<file path="src/rtl/operand_stack_nbits_if.sv">
// Operation and status bundle of the operand stack.
// The master issues one op per cycle; the slave returns the registered stack view.
interface operand_stack_nbits_if #(
    parameter int unsigned width = 8,
    parameter int unsigned depth = 8
);
    localparam int unsigned CW = $clog2(depth + 1);

    logic [2:0]       op_i;
    logic [width-1:0] d_i;
    logic [width-1:0] top_o;
    logic [width-1:0] next_o;
    logic [CW-1:0]    count_o;
    logic             empty_o;
    logic             full_o;
    logic             err_o;

    modport master (
        output op_i, d_i,
        input  top_o, next_o, count_o, empty_o, full_o, err_o
    );

    modport slave (
        input  op_i, d_i,
        output top_o, next_o, count_o, empty_o, full_o, err_o
    );
endinterface

</file>
<file path="src/rtl/operand_stack_nbits.sv">
// LIFO operand stack: register array plus stack pointer, with the top two
// entries kept in dedicated registers so the ALU sees them with no read mux.
module operand_stack_nbits #(
    parameter int unsigned width = 8,
    parameter int unsigned depth = 8
) (
    input  logic clock_i,
    input  logic reset_i,
    operand_stack_nbits_if.slave bus
);
    localparam int unsigned CW = $clog2(depth + 1);
    localparam int unsigned AW = (depth > 1) ? $clog2(depth) : 1;

    typedef enum logic [2:0] {
        OP_NOP     = 3'd0,
        OP_PUSH    = 3'd1,
        OP_POP     = 3'd2,
        OP_DUP     = 3'd3,
        OP_SWAP    = 3'd4,
        OP_REPLACE = 3'd5,
        OP_CLEAR   = 3'd6,
        OP_NOP7    = 3'd7
    } op_e;

    logic [width-1:0] mem_q [depth];
    logic [width-1:0] mem_n [depth];
    logic [CW-1:0]    count_q, count_n;
    logic [width-1:0] top_q, top_n;
    logic [width-1:0] next_q, next_n;
    logic             err_q, err_n;
    logic             empty_q, full_q;

    op_e              op;
    logic             has1, has2, has3, room;
    logic [AW-1:0]    idx_free, idx_top, idx_next, idx_third;
    logic [width-1:0] below;

    assign op   = op_e'(bus.op_i);
    assign has1 = (count_q >= CW'(1));
    assign has2 = (count_q >= CW'(2));
    assign has3 = (count_q >= CW'(3));
    assign room = (count_q <  CW'(depth));

    // Slot indices relative to the pointer; only used when the matching guard holds.
    assign idx_free  = AW'(count_q);
    assign idx_top   = AW'(count_q - CW'(1));
    assign idx_next  = AW'(count_q - CW'(2));
    assign idx_third = AW'(count_q - CW'(3));

    // Entry that becomes next_o once the top is consumed.
    assign below = has3 ? mem_q[idx_third] : '0;

    // Next-state for storage, pointer, cached top/next and the sticky error.
    always_comb begin
        mem_n   = mem_q;
        count_n = count_q;
        top_n   = top_q;
        next_n  = next_q;
        err_n   = err_q;
        case (op)
            OP_PUSH: begin
                if (room) begin
                    mem_n[idx_free] = bus.d_i;
                    count_n         = count_q + CW'(1);
                    top_n           = bus.d_i;
                    next_n          = top_q;
                end else begin
                    err_n = 1'b1;
                end
            end
            OP_POP: begin
                if (has1) begin
                    count_n = count_q - CW'(1);
                    top_n   = next_q;
                    next_n  = below;
                end else begin
                    err_n = 1'b1;
                end
            end
            OP_DUP: begin
                if (has1 && room) begin
                    mem_n[idx_free] = top_q;
                    count_n         = count_q + CW'(1);
                    next_n          = top_q;
                end else begin
                    err_n = 1'b1;
                end
            end
            OP_SWAP: begin
                if (has2) begin
                    mem_n[idx_top]  = next_q;
                    mem_n[idx_next] = top_q;
                    top_n           = next_q;
                    next_n          = top_q;
                end else begin
                    err_n = 1'b1;
                end
            end
            OP_REPLACE: begin
                if (has2) begin
                    mem_n[idx_next] = bus.d_i;
                    count_n         = count_q - CW'(1);
                    top_n           = bus.d_i;
                    next_n          = below;
                end else begin
                    err_n = 1'b1;
                end
            end
            OP_CLEAR: begin
                count_n = '0;
                top_n   = '0;
                next_n  = '0;
                err_n   = 1'b0;
            end
            default: ;
        endcase
    end

    // State registers; reset wins over any op sampled on the same edge.
    always_ff @(posedge clock_i) begin
        if (reset_i) begin
            for (int i = 0; i < int'(depth); i++) begin
                mem_q[i] <= '0;
            end
            count_q <= '0;
            top_q   <= '0;
            next_q  <= '0;
            err_q   <= 1'b0;
            empty_q <= 1'b1;
            full_q  <= 1'b0;
        end else begin
            mem_q   <= mem_n;
            count_q <= count_n;
            top_q   <= top_n;
            next_q  <= next_n;
            err_q   <= err_n;
            empty_q <= (count_n == '0);
            full_q  <= (count_n == CW'(depth));
        end
    end

    assign bus.top_o   = top_q;
    assign bus.next_o  = next_q;
    assign bus.count_o = count_q;
    assign bus.empty_o = empty_q;
    assign bus.full_o  = full_q;
    assign bus.err_o   = err_q;
endmodule

</file>
<file path="src/flat_wrapper.sv">
// flat-port wrapper written by rule: the top's interface ports become plain ports
module operand_stack_nbits_flat 
#(
    parameter int unsigned width = 8,
    parameter int unsigned depth = 8
)
  (clock_i, reset_i, bus_op_i, bus_d_i, bus_top_o, bus_next_o, bus_count_o, bus_empty_o, bus_full_o, bus_err_o);
  operand_stack_nbits_if #(.width(width), .depth(depth)) bus_i ();
  input  logic clock_i;
  input  logic reset_i;
  input wire logic [$bits(bus_i.op_i)-1:0] bus_op_i;
  input wire logic [$bits(bus_i.d_i)-1:0] bus_d_i;
  output wire logic [$bits(bus_i.top_o)-1:0] bus_top_o;
  output wire logic [$bits(bus_i.next_o)-1:0] bus_next_o;
  output wire logic [$bits(bus_i.count_o)-1:0] bus_count_o;
  output wire logic [$bits(bus_i.empty_o)-1:0] bus_empty_o;
  output wire logic [$bits(bus_i.full_o)-1:0] bus_full_o;
  output wire logic [$bits(bus_i.err_o)-1:0] bus_err_o;
  assign bus_i.op_i = bus_op_i;
  assign bus_i.d_i = bus_d_i;
  assign bus_top_o = bus_i.top_o;
  assign bus_next_o = bus_i.next_o;
  assign bus_count_o = bus_i.count_o;
  assign bus_empty_o = bus_i.empty_o;
  assign bus_full_o = bus_i.full_o;
  assign bus_err_o = bus_i.err_o;
  operand_stack_nbits #(.width(width), .depth(depth)) u_core (.clock_i(clock_i), .reset_i(reset_i), .bus(bus_i));
endmodule
</file>
<file path="config.mk">
export PLATFORM = sky130hd
export DESIGN_NAME = operand_stack_nbits_flat
export DESIGN_NICKNAME = d
export VERILOG_FILES = /design/src/rtl/operand_stack_nbits_if.sv /design/src/rtl/operand_stack_nbits.sv /design/src/flat_wrapper.sv
export SDC_FILE = /design/constraint.sdc
export NUM_CORES = 1
export LEC_CHECK = 0
export ABC_AREA = 1
export CORE_UTILIZATION = 40
export CTS_CLUSTER_DIAMETER = 150
export DETAILED_ROUTE_END_ITERATION = 10
export SYNTH_ARGS = -nofsm -noshare
export SYNTH_HDL_FRONTEND = slang
export SYNTH_SLANG_ARGS = --single-unit
</file>
<file path="constraint.sdc">
create_clock -name clock_i -period 3 [get_ports clock_i]
set_input_delay 0.3 -clock clock_i [delete_from_list [all_inputs] [get_ports clock_i]]
set_output_delay 0.3 -clock clock_i [all_outputs]
set_load 0.1 [all_outputs]
</file>
detail.png
Window x 90 to 140, y 90 to 140 um. Cells in grey, sequential cells in the stronger grey; small squares are vias.
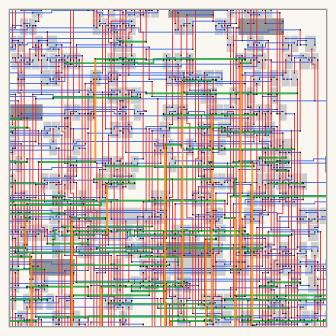
| colour | layer |
|---|---|
| green | metal 3 |
| blue | metal 1 |
| red | metal 2 |
| orange | metal 4 |
sequential cells in the window: 4
most frequent: nand2_1 (103), nand3_1 (42), nor2_1 (34)
cells with their middle in the window: 245

io_placement.png
(2 px per um) Pins as bars across the die edge, other pins in grey.
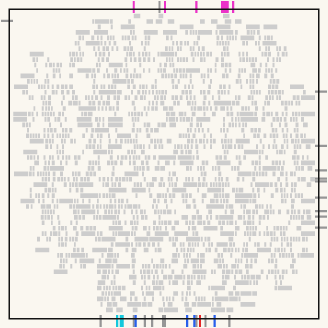
| colour | port | pins | direction | edge |
|---|---|---|---|---|
| magenta | bus_d_i | 8 | input | north |
| red | bus_empty_o | 1 | output | south |
| blue | bus_count_o | 4 | output | south |
| cyan | bus_op_i | 3 | input | south |
port bufs: 35
Die X: 154.0 um
die height: 154.0 um

layer_met3.png
(3 px per um) Cells faint in the background.
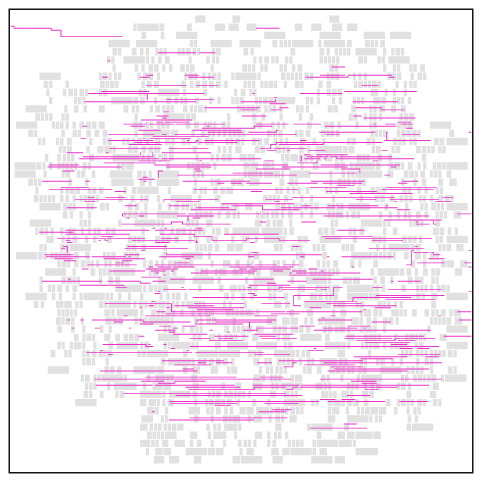
longest straight run: 82.8 um
nets with wire on the layer: 203
wire length on this layer: 5120 um
main direction: horizontal
share of all routed wire: 12%
global-route met3 utilization: 6.877%
Post-Route WL: 43450 um
Vias: 12.27k

==> deck_impl_summary.md <==
Synthesis and Place & Route Summary

Worst hold path
  • Worst Min Path Start: reset_i

Cells and area
  • Seq Cell Count: ~87
  • Top Layout Cells: nand2_1 (618), nor2_1 (227), nand3_1 (213)
  • Count of plain and timing-repair buffers: between 90 and 100
  • Logic area: ~6400 um^2
  • Diode count: 0
  • CLK BUF: 12
  • Comb area share: about 64%
  • Fraction of area in registers: between 15 and 20%
  • Seq. cell area: roughly 1700 um^2
  • Finished Cell Area: just over 10000 um^2
  • Layout area overhead: 9.519%
  • MI comb cells: between 1k and 1.5k

Power and ir drop
  • Clock share of power: between 10% and 20%
  • Leading power group: combinational logic
  • Sequential Power Share: between 20 and 25%
  • Power Combinational: 3.15 mW
  • Seq pwr: 1.40 mW

Logic synthesis
  • Complex Gates by Area: around 15%
  • # Cells Yosys: between 1.5k and 2k
  • Top logic family: simple AND/OR/NAND/NOR gates
  • Asr flop ratio synth: 0%
  • Synth Area in Adders: less than 1%
  • Post-synth EDFFs: 0
  • Cells after Synth: 1759
  • Synth Register Bits: around 87
  • Syn_area_per_cell: between 5 and 6 um^2
  • Top cells, area: nand2_1 (25%), dfxtp_1 (19%), nand3_1 (12%)
  • Tally of unique sky130hd cells used after synthesis: 34
  • Main synth FF type: dfxtp_1

Worst setup path
  • FF-to-FF path depth: 9
  • Crit. Startpoint: u_core.bus.count_o[2]
  • CP endpoint kind: flop
  • R2r setup slk: between 300 and 400 ps
  • Crit Path Max Fanout: 14
  • Crit path DRT: between 3000 and 4000 ps
  • Reg-to-reg startpoint: u_core.bus.count_o[2]

Final timing
  • Worst-Margin Slew: 962.8 ps
  • Fmax: around 380 MHz
  • Fin. max-slew vios: 0
  • Final Hold Fails: 0
  • Final Setup Violations: 0
  • Setup TNS: 0 ps
  • RSZ-0062 raised after global routing: false

GRT
  • Initial antenna violation count: 0
  • Met1 Track Usage GR: around 47%
  • Largest net degree at the start of global routing: approximately 66
  • Most used routing layer in global routing: met2

Place
  • Final HPWL DP: approximately 29000 um
  • Cell Area, Placed: 9861 um^2

Route
  • DR iter-0 viols: ~1.7k
  • # DRC: 0

Floorplanning
  • Total I/O pin count: 36
  • Core Area: 22640 um^2
  • # rows: around 55
  • Die area: about 24000 um^2
  • Taps Inserted: roughly 290
  • Floorplan utilization: 40.81%

Clock tree
  • Postcts setup bufs: 0
  • Clk sinks: 87
  • Clk latency late pin: 370 ps
  • CTS Buf Count: 9
  • CTS Root Cell: clkbuf_16
  • Resized Gates After CTS: 0

Run status
  • Status: complete, no violations
## metrics by stage
| step | utilization [%] | hold slack [ps] | power [mW] | setup WS [ps] | cells |
|---|---|---|---|---|---|
| final | 44.70 | 459.3 | 5.668 | 399.9 | 2043 |
| after global routing | 44.70 | 488.9 | 5.903 | 240.2 | 2043 |
| after detailed placement | 43.55 | 456.0 | 4.454 | 438.0 | 2027 |
| after CTS | 44.70 | 466.3 | 5.557 | 493.2 | 2043 |
| after global placement | 43.55 | 451.8 | 4.443 | 493.0 | 2027 |
| after floorplan | - | 443.5 | 3.418 | 46.94 | 1759 |
## critical path, cell delays in order (launching register included)
cell and delay [ps]:
dfxtp_1 670, inv_2 180, nor2_2 500, nand2_1 140, buf_4 240, nand2_1 120, nand4_4 300, nor2_1 180
nand2_1 70, a21oi_1 110
No activity file was given, so power comes from the tool's default toggle rates.
